--- config.mk ---
export PLATFORM = sky130hd
export DESIGN_NAME = pwm_multi_flat
export DESIGN_NICKNAME = d
export VERILOG_FILES = /design/src/rtl/pwm_multi_pkg.sv /design/src/rtl/pwm_multi_if.sv /design/src/rtl/pwm_multi_ch.sv /design/src/rtl/pwm_multi.sv /design/src/flat_wrapper.sv
export SDC_FILE = /design/constraint.sdc
export NUM_CORES = 2
export LEC_CHECK = 0
export ABC_AREA = 0
export CAP_MARGIN = 20
export CORE_MARGIN = 2
export CORE_UTILIZATION = 36
export CTS_CLUSTER_DIAMETER = 200
export DETAILED_ROUTE_END_ITERATION = 12
export MAX_ROUTING_LAYER = met4
export PLACE_DENSITY_LB_ADDON = 0.12
export SKIP_LAST_GASP = 1
export SYNTH_ARGS = -nofsm -noshare
export SYNTH_HDL_FRONTEND = slang
export SYNTH_SLANG_ARGS = --single-unit
--- constraint.sdc ---
create_clock -name clk -period 21.9 [get_ports clk]
set_input_delay 2.19 -clock clk [delete_from_list [all_inputs] [get_ports clk]]
set_output_delay 2.19 -clock clk [all_outputs]
set_load 0.05 [all_outputs]
--- src/rtl/pwm_multi_pkg.sv ---
// Shared constants and types for the multi-channel PWM generator:
// register map, CTRL bit positions and the CTRL readback helper.
package pwm_multi_pkg;

    localparam logic [7:0] ADDR_CTRL      = 8'h00;
    localparam logic [7:0] ADDR_PERIOD    = 8'h01;
    localparam logic [7:0] ADDR_COUNT     = 8'h02;
    localparam logic [7:0] ADDR_STATUS    = 8'h03;
    localparam logic [7:0] ADDR_DUTY_BASE = 8'h10;

    localparam int EN_BIT  = 0;
    localparam int INV_BIT = 1;
    localparam int UPD_BIT = 2;

    localparam int MAX_CH = 32;

    typedef struct packed {
        logic upd;
        logic inv;
        logic en;
    } ctrl_t;

    function automatic logic [31:0] ctrl_word(input ctrl_t c);
        logic [31:0] w;
        w          = '0;
        w[EN_BIT]  = c.en;
        w[INV_BIT] = c.inv;
        w[UPD_BIT] = c.upd;
        return w;
    endfunction

endpackage

--- src/rtl/pwm_multi_if.sv ---
// Avalon-MM register port of the PWM generator, with host (master) and
// peripheral (slave) views.
interface pwm_multi_if;

    logic [7:0]  s0_address;
    logic        s0_read;
    logic [31:0] s0_readdata;
    logic        s0_write;
    logic [31:0] s0_writedata;

    modport master (
        output s0_address,
        output s0_read,
        output s0_write,
        output s0_writedata,
        input  s0_readdata
    );

    modport slave (
        input  s0_address,
        input  s0_read,
        input  s0_write,
        input  s0_writedata,
        output s0_readdata
    );

endinterface

--- src/rtl/pwm_multi_ch.sv ---
// One PWM channel: double-buffered duty register and the registered
// strict-less-than comparator against the shared period counter.
module pwm_multi_ch #(
    parameter int CNT_W = 32
) (
    input  logic             clk,
    input  logic             rst,
    input  logic [CNT_W-1:0] i_count,
    input  logic             i_commit,
    input  logic             i_wr,
    input  logic [CNT_W-1:0] i_wdata,
    input  logic             i_inv,
    input  logic             i_en,
    output logic [CNT_W-1:0] o_duty_shd,
    output logic             o_pwm
);

    logic [CNT_W-1:0] r_duty_shd;
    logic [CNT_W-1:0] r_duty_act;
    logic             r_pwm;
    logic             w_active;

    // Disabled channels idle at the INV level regardless of duty.
    assign w_active = i_en && (i_count < r_duty_act);

    always_ff @(posedge clk or posedge rst) begin
        if (rst) begin
            r_duty_shd <= '0;
            r_duty_act <= '0;
            r_pwm      <= 1'b0;
        end else begin
            if (i_wr) begin
                r_duty_shd <= i_wdata;
            end
            if (i_commit) begin
                r_duty_act <= r_duty_shd;
            end
            r_pwm <= i_inv ^ w_active;
        end
    end

    assign o_duty_shd = r_duty_shd;
    assign o_pwm      = r_pwm;

endmodule

--- src/rtl/pwm_multi.sv ---
// Multi-channel PWM top: register decode, shared period counter,
// CTRL/STATUS and registered readback; channels live in pwm_multi_ch.
module pwm_multi
    import pwm_multi_pkg::*;
#(
    parameter int NUM_CH = 8,
    parameter int CNT_W  = 32
) (
    input  logic              clk,
    input  logic              reset,
    pwm_multi_if.slave        s0,
    output logic [NUM_CH-1:0] pwm_out,
    output logic              period_tick
);

    ctrl_t            r_ctrl;
    logic             r_wrap;
    logic             r_tick;
    logic [CNT_W-1:0] r_period_shd;
    logic [CNT_W-1:0] r_period_act;
    logic [CNT_W-1:0] r_count;
    logic [31:0]      r_readdata;

    logic [CNT_W-1:0] w_wdata;
    logic             w_wr_ctrl;
    logic             w_wr_period;
    logic             w_wr_status;
    logic             w_wrap;
    logic             w_commit;
    logic [31:0]      w_rd_mux;
    logic [CNT_W-1:0] w_duty_shd [NUM_CH];

    assign w_wdata     = s0.s0_writedata[CNT_W-1:0];
    assign w_wr_ctrl   = s0.s0_write && (s0.s0_address == ADDR_CTRL);
    assign w_wr_period = s0.s0_write && (s0.s0_address == ADDR_PERIOD);
    assign w_wr_status = s0.s0_write && (s0.s0_address == ADDR_STATUS);

    // A commit lands on a wrap, or immediately while disabled since there is
    // no running period to protect.
    assign w_wrap   = r_ctrl.en && (r_count == r_period_act);
    assign w_commit = r_ctrl.upd && (w_wrap || !r_ctrl.en);

    always_ff @(posedge clk or posedge reset) begin
        if (reset) begin
            r_ctrl       <= '0;
            r_wrap       <= 1'b0;
            r_tick       <= 1'b0;
            r_period_shd <= '0;
            r_period_act <= '0;
            r_count      <= '0;
            r_readdata   <= '0;
        end else begin
            if (w_wr_ctrl) begin
                r_ctrl.en  <= s0.s0_writedata[EN_BIT];
                r_ctrl.inv <= s0.s0_writedata[INV_BIT];
            end
            // A fresh UPD request outranks the clear of the commit it races.
            r_ctrl.upd <= (w_wr_ctrl && s0.s0_writedata[UPD_BIT])
                          || (r_ctrl.upd && !w_commit);

            if (w_wr_period) begin
                r_period_shd <= w_wdata;
            end
            if (w_commit) begin
                r_period_act <= r_period_shd;
            end

            if (!r_ctrl.en || w_wrap) begin
                r_count <= '0;
            end else begin
                r_count <= r_count + CNT_W'(1);
            end

            r_tick <= w_wrap;
            r_wrap <= w_wrap || (r_wrap && !(w_wr_status && s0.s0_writedata[0]));

            r_readdata <= s0.s0_read ? w_rd_mux : 32'd0;
        end
    end

    always_comb begin
        w_rd_mux = '0;
        case (s0.s0_address)
            ADDR_CTRL:   w_rd_mux = ctrl_word(r_ctrl);
            ADDR_PERIOD: w_rd_mux = 32'(r_period_shd);
            ADDR_COUNT:  w_rd_mux = 32'(r_count);
            ADDR_STATUS: w_rd_mux = 32'(r_wrap);
            default: begin
                for (int n = 0; n < NUM_CH; n++) begin
                    if (s0.s0_address == ADDR_DUTY_BASE + 8'(n)) begin
                        w_rd_mux = 32'(w_duty_shd[n]);
                    end
                end
            end
        endcase
    end

    for (genvar gi = 0; gi < NUM_CH; gi++) begin : g_ch
        logic w_wr_duty;

        assign w_wr_duty = s0.s0_write && (s0.s0_address == ADDR_DUTY_BASE + 8'(gi));

        pwm_multi_ch #(
            .CNT_W (CNT_W)
        ) u_ch (
            .clk        (clk),
            .rst        (reset),
            .i_count    (r_count),
            .i_commit   (w_commit),
            .i_wr       (w_wr_duty),
            .i_wdata    (w_wdata),
            .i_inv      (r_ctrl.inv),
            .i_en       (r_ctrl.en),
            .o_duty_shd (w_duty_shd[gi]),
            .o_pwm      (pwm_out[gi])
        );
    end

    assign s0.s0_readdata = r_readdata;
    assign period_tick    = r_tick;

endmodule
--- src/flat_wrapper.sv ---
// flat-port wrapper written by rule: the top's interface ports become plain ports
module pwm_multi_flat import pwm_multi_pkg::*;
#(
    parameter int NUM_CH = 8,
    parameter int CNT_W  = 32
)
  (clk, reset, pwm_out, period_tick, s0_s0_address, s0_s0_read, s0_s0_write, s0_s0_writedata, s0_s0_readdata);
  pwm_multi_if s0_i ();
  input  logic clk;
  input  logic reset;
  output logic [NUM_CH-1:0] pwm_out;
  output logic period_tick;
  input wire logic [$bits(s0_i.s0_address)-1:0] s0_s0_address;
  input wire logic [$bits(s0_i.s0_read)-1:0] s0_s0_read;
  input wire logic [$bits(s0_i.s0_write)-1:0] s0_s0_write;
  input wire logic [$bits(s0_i.s0_writedata)-1:0] s0_s0_writedata;
  output wire logic [$bits(s0_i.s0_readdata)-1:0] s0_s0_readdata;
  assign s0_i.s0_address = s0_s0_address;
  assign s0_i.s0_read = s0_s0_read;
  assign s0_i.s0_write = s0_s0_write;
  assign s0_i.s0_writedata = s0_s0_writedata;
  assign s0_s0_readdata = s0_i.s0_readdata;
  pwm_multi #(.NUM_CH(NUM_CH), .CNT_W(CNT_W)) u_core (.clk(clk), .reset(reset), .s0(s0_i), .pwm_out(pwm_out), .period_tick(period_tick));
endmodule
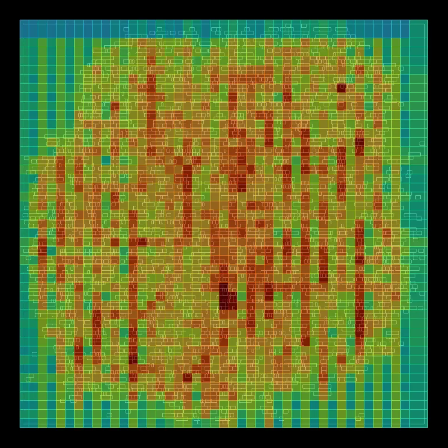
**Above:** track usage over the die.
Layout Utilization: 41.4%
GR Util met3: 3.92%
GR Layer Usage met2: 39.3%
GR Layer Usage met1: 30.9%
busiest grt layer: met2

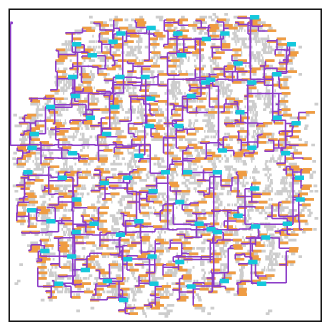
**Above:** routed clock nets over the placement.
Scale: 1 px per um.
[flip-flops] orange | count: 653
[clock wires] purple | length: 9,580 um
[clock drivers] cyan | count: 78
routed clock nets: 79
clk_lat worst skew: 0.65 ns
Clk power: 1.30 mW
Clock Power Share: 45.2%
Worst Clk Skew: 0.0308 ns

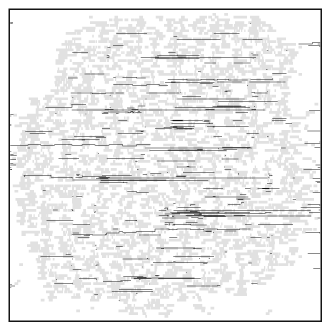
**Above:** the metal 3 layer.
Scale: 1 px per um.
wire length on this layer: 5,340 um
share of all routed wire: 4.8%
main direction: horizontal
longest straight run: 193 um
nets with wire on the layer: 187
Post-Route WL: 111,000 um
routed vias: 23,100

==> job_summary.md <==
### Yosys + OpenROAD results

| Metric | Value |
|---|---|
| Crit Path Max Fanout | `17` |
| Avg Inst Size Synth | `about 12 sq um` |
| Post-CTS setup buffer count | `0` |
| Yosys top cell by area | `dfrtp_1` |
| CP required | `roughly 22 ns` |
| Pwr per Cell Area | `approximately 75 nW/um^2` |
| Status | `finished clean` |
| Min-Delay Startpoint | `u_core.g_ch[5].u_ch.r_duty_act[0]$_DFFE_PP0P_` |
| R2r endpoint | `u_core.g_ch[2].u_ch.r_duty_act[12]$_DFFE_PP0P_` |
| Die H | `310 um` |
| Critical path class | `in -> reg` |
| I/O Buffers | `around 84` |
| WHS | `0.488 ns` |
| Tot Pwr | `2.88 mW` |
| CP max-delay cell | `nor3b_4` |
| Slew HR | `21.4%` |
| Worst-path clk slew | `around 0.060 ns` |
| Initial antenna violation count | `2` |
| Yosys chip area | `~34,000 sq um` |
| Leakage dissipation | `around 19 nW` |
| Top Layout Cells | `dfrtp_1 (653), mux2_2 (365), inv_1 (261)` |
| DRT Pass-1 Iters | `6` |
| F_max | `between 0.15 and 0.2 GHz` |
| Crit path DAT | `~6.3 ns` |
| Std cell rows | `~110` |
| Clock Sinks | `653` |
| Worst-path cell chain | `clkdlybuf4s50_1 -> nor4_1 -> nand2_1 -> nor2_2 -> nand2_1 -> nor3b_4 -> buf_4 -> mux2_2` |
| Share of cells above drive strength 1 | `roughly a fifth` |
| Placed insts | `around 4,000` |
| Placer Congestion | `between 0.8 and 0.9` |
| Final Instance Count excl. Fillers | `4,247` |
| Hold path cells | `1` |
| Tool warnings | `slightly above 40` |
| CP peak stage delay | `0.99 ns` |
| Final Setup Violations | `0` |
| First-pass GRT wire length | `approximately 160,000 um` |
| Iter 0 DRT Violations | `~1,400` |
| Setup crit start kind | `primary input` |
| Largest net degree at the start of global routing | `between 150 and 200` |
[worst register-to-register path: stages (launching register included)]
cell and delay, ns:
dfrtp_1 0.76, xor2_1 0.27, nor4_1 0.54, nand2_1 0.27, o31ai_4 0.43, nand2_8 0.51, buf_12 0.67, mux2_1 0.59
[worst max path at each step]
stage	cells after the start	to	startpoint
after floorplan	1	u_core.g_ch[0].u_ch.o_duty_shd[0]$_DFFE_PP0P_	reset
after CTS	8	u_core.g_ch[6].u_ch.o_duty_shd[31]$_DFFE_PP0P_	s0_s0_address[3]
after global placement	8	u_core.g_ch[6].u_ch.o_duty_shd[28]$_DFFE_PP0P_	s0_s0_address[3]
after detailed placement	8	u_core.g_ch[6].u_ch.o_duty_shd[31]$_DFFE_PP0P_	s0_s0_address[3]
final	8	u_core.g_ch[6].u_ch.o_duty_shd[31]$_DFFE_PP0P_	s0_s0_address[5]
after global routing	8	u_core.g_ch[6].u_ch.o_duty_shd[31]$_DFFE_PP0P_	s0_s0_address[3]
[power breakdown]
part	internal, mW	switching, mW	leakage [nW]
combinational	0.0933	0.203	8.58
sequential	1.24	0.0370	9.02
clock	0.775	0.526	1.26
[metal layers]
metal  vias up  track usage, %  wire length [um]
li1      10400               -                 -
met1     12000            30.9             49200
met2       536            39.3             53200
met3       176            3.92              5340
met4         0            7.80              3530
met5         -               -                 0
[cells in the mapped netlist (all sizes together) (5+ instances only)]
master   instances
a21boi           6
nand4           49
and3            11
nor3            18
buf             69
o21a            12
and2             9
ha             249
o221ai          10
o32a            18
nor4            15
o21ai          115
nand2           82
a21oi          159
o211ai          32
a2111oi          5
a221oi           6
o21bai          26
nand2b          12
and4            11
or3             10
xor2            51
inv            263
a21o            17
dfrtp          653
nor2b           11
mux4             8
mux2i           39
nand3           38
nor2            97
a211oi           6
xnor2           10
clkbuf          68
o22ai           14
mux2           585
a22oi           39
[state kept, by name, indices dropped and copies added, names as in the netlist]
signal,count
u_core.g_ch.u_ch.o_duty_shd,256
u_core.g_ch.u_ch.o_pwm,8
u_core.g_ch.u_ch.r_duty_act,256
u_core.period_tick,1
u_core.r_count,32
u_core.r_ctrl,3
u_core.r_period_act,32
u_core.r_period_shd,32
u_core.r_wrap,1
u_core.s0.s0_readdata,32
[cell families (layout without fill, tap and decap cells)]
kind of cell	count (synthesis)	count (layout)	synth area share, %
other	0	2	0
buffers and inverters	401	540	5.13
multiplexers	632	632	21.2
adder cells (fa/ha/maj)	249	249	9.22
flip-flops	653	653	48.3
AND/OR/NAND/NOR	369	369	5.48
XOR/XNOR	61	61	1.58
AND-OR/OR-AND	487	487	9.08
[per-stage QoR]
step                      instance area (sq um)  setup slack [ns]
after CTS                                 38500             16.18
after detailed placement                  36000             15.50
final                                     38600             16.17
after global placement                    36000             15.55
after global routing                      38600             15.92
after floorplan                           33800              1.41
[cell type report]
type / instances / area share, %
flip-flops and latches: 653 / 42.3
multi-input cells: 1798 / 40.9
clock buffers: 115 / 6.10
well taps: 1254 / 4.06
repair buffers: 144 / 3.52
inverters: 264 / 2.59
clock inverters: 17 / 0.464
diodes: 2 / 0.0130
No activity file was given, so power comes from the tool's default toggle rates.
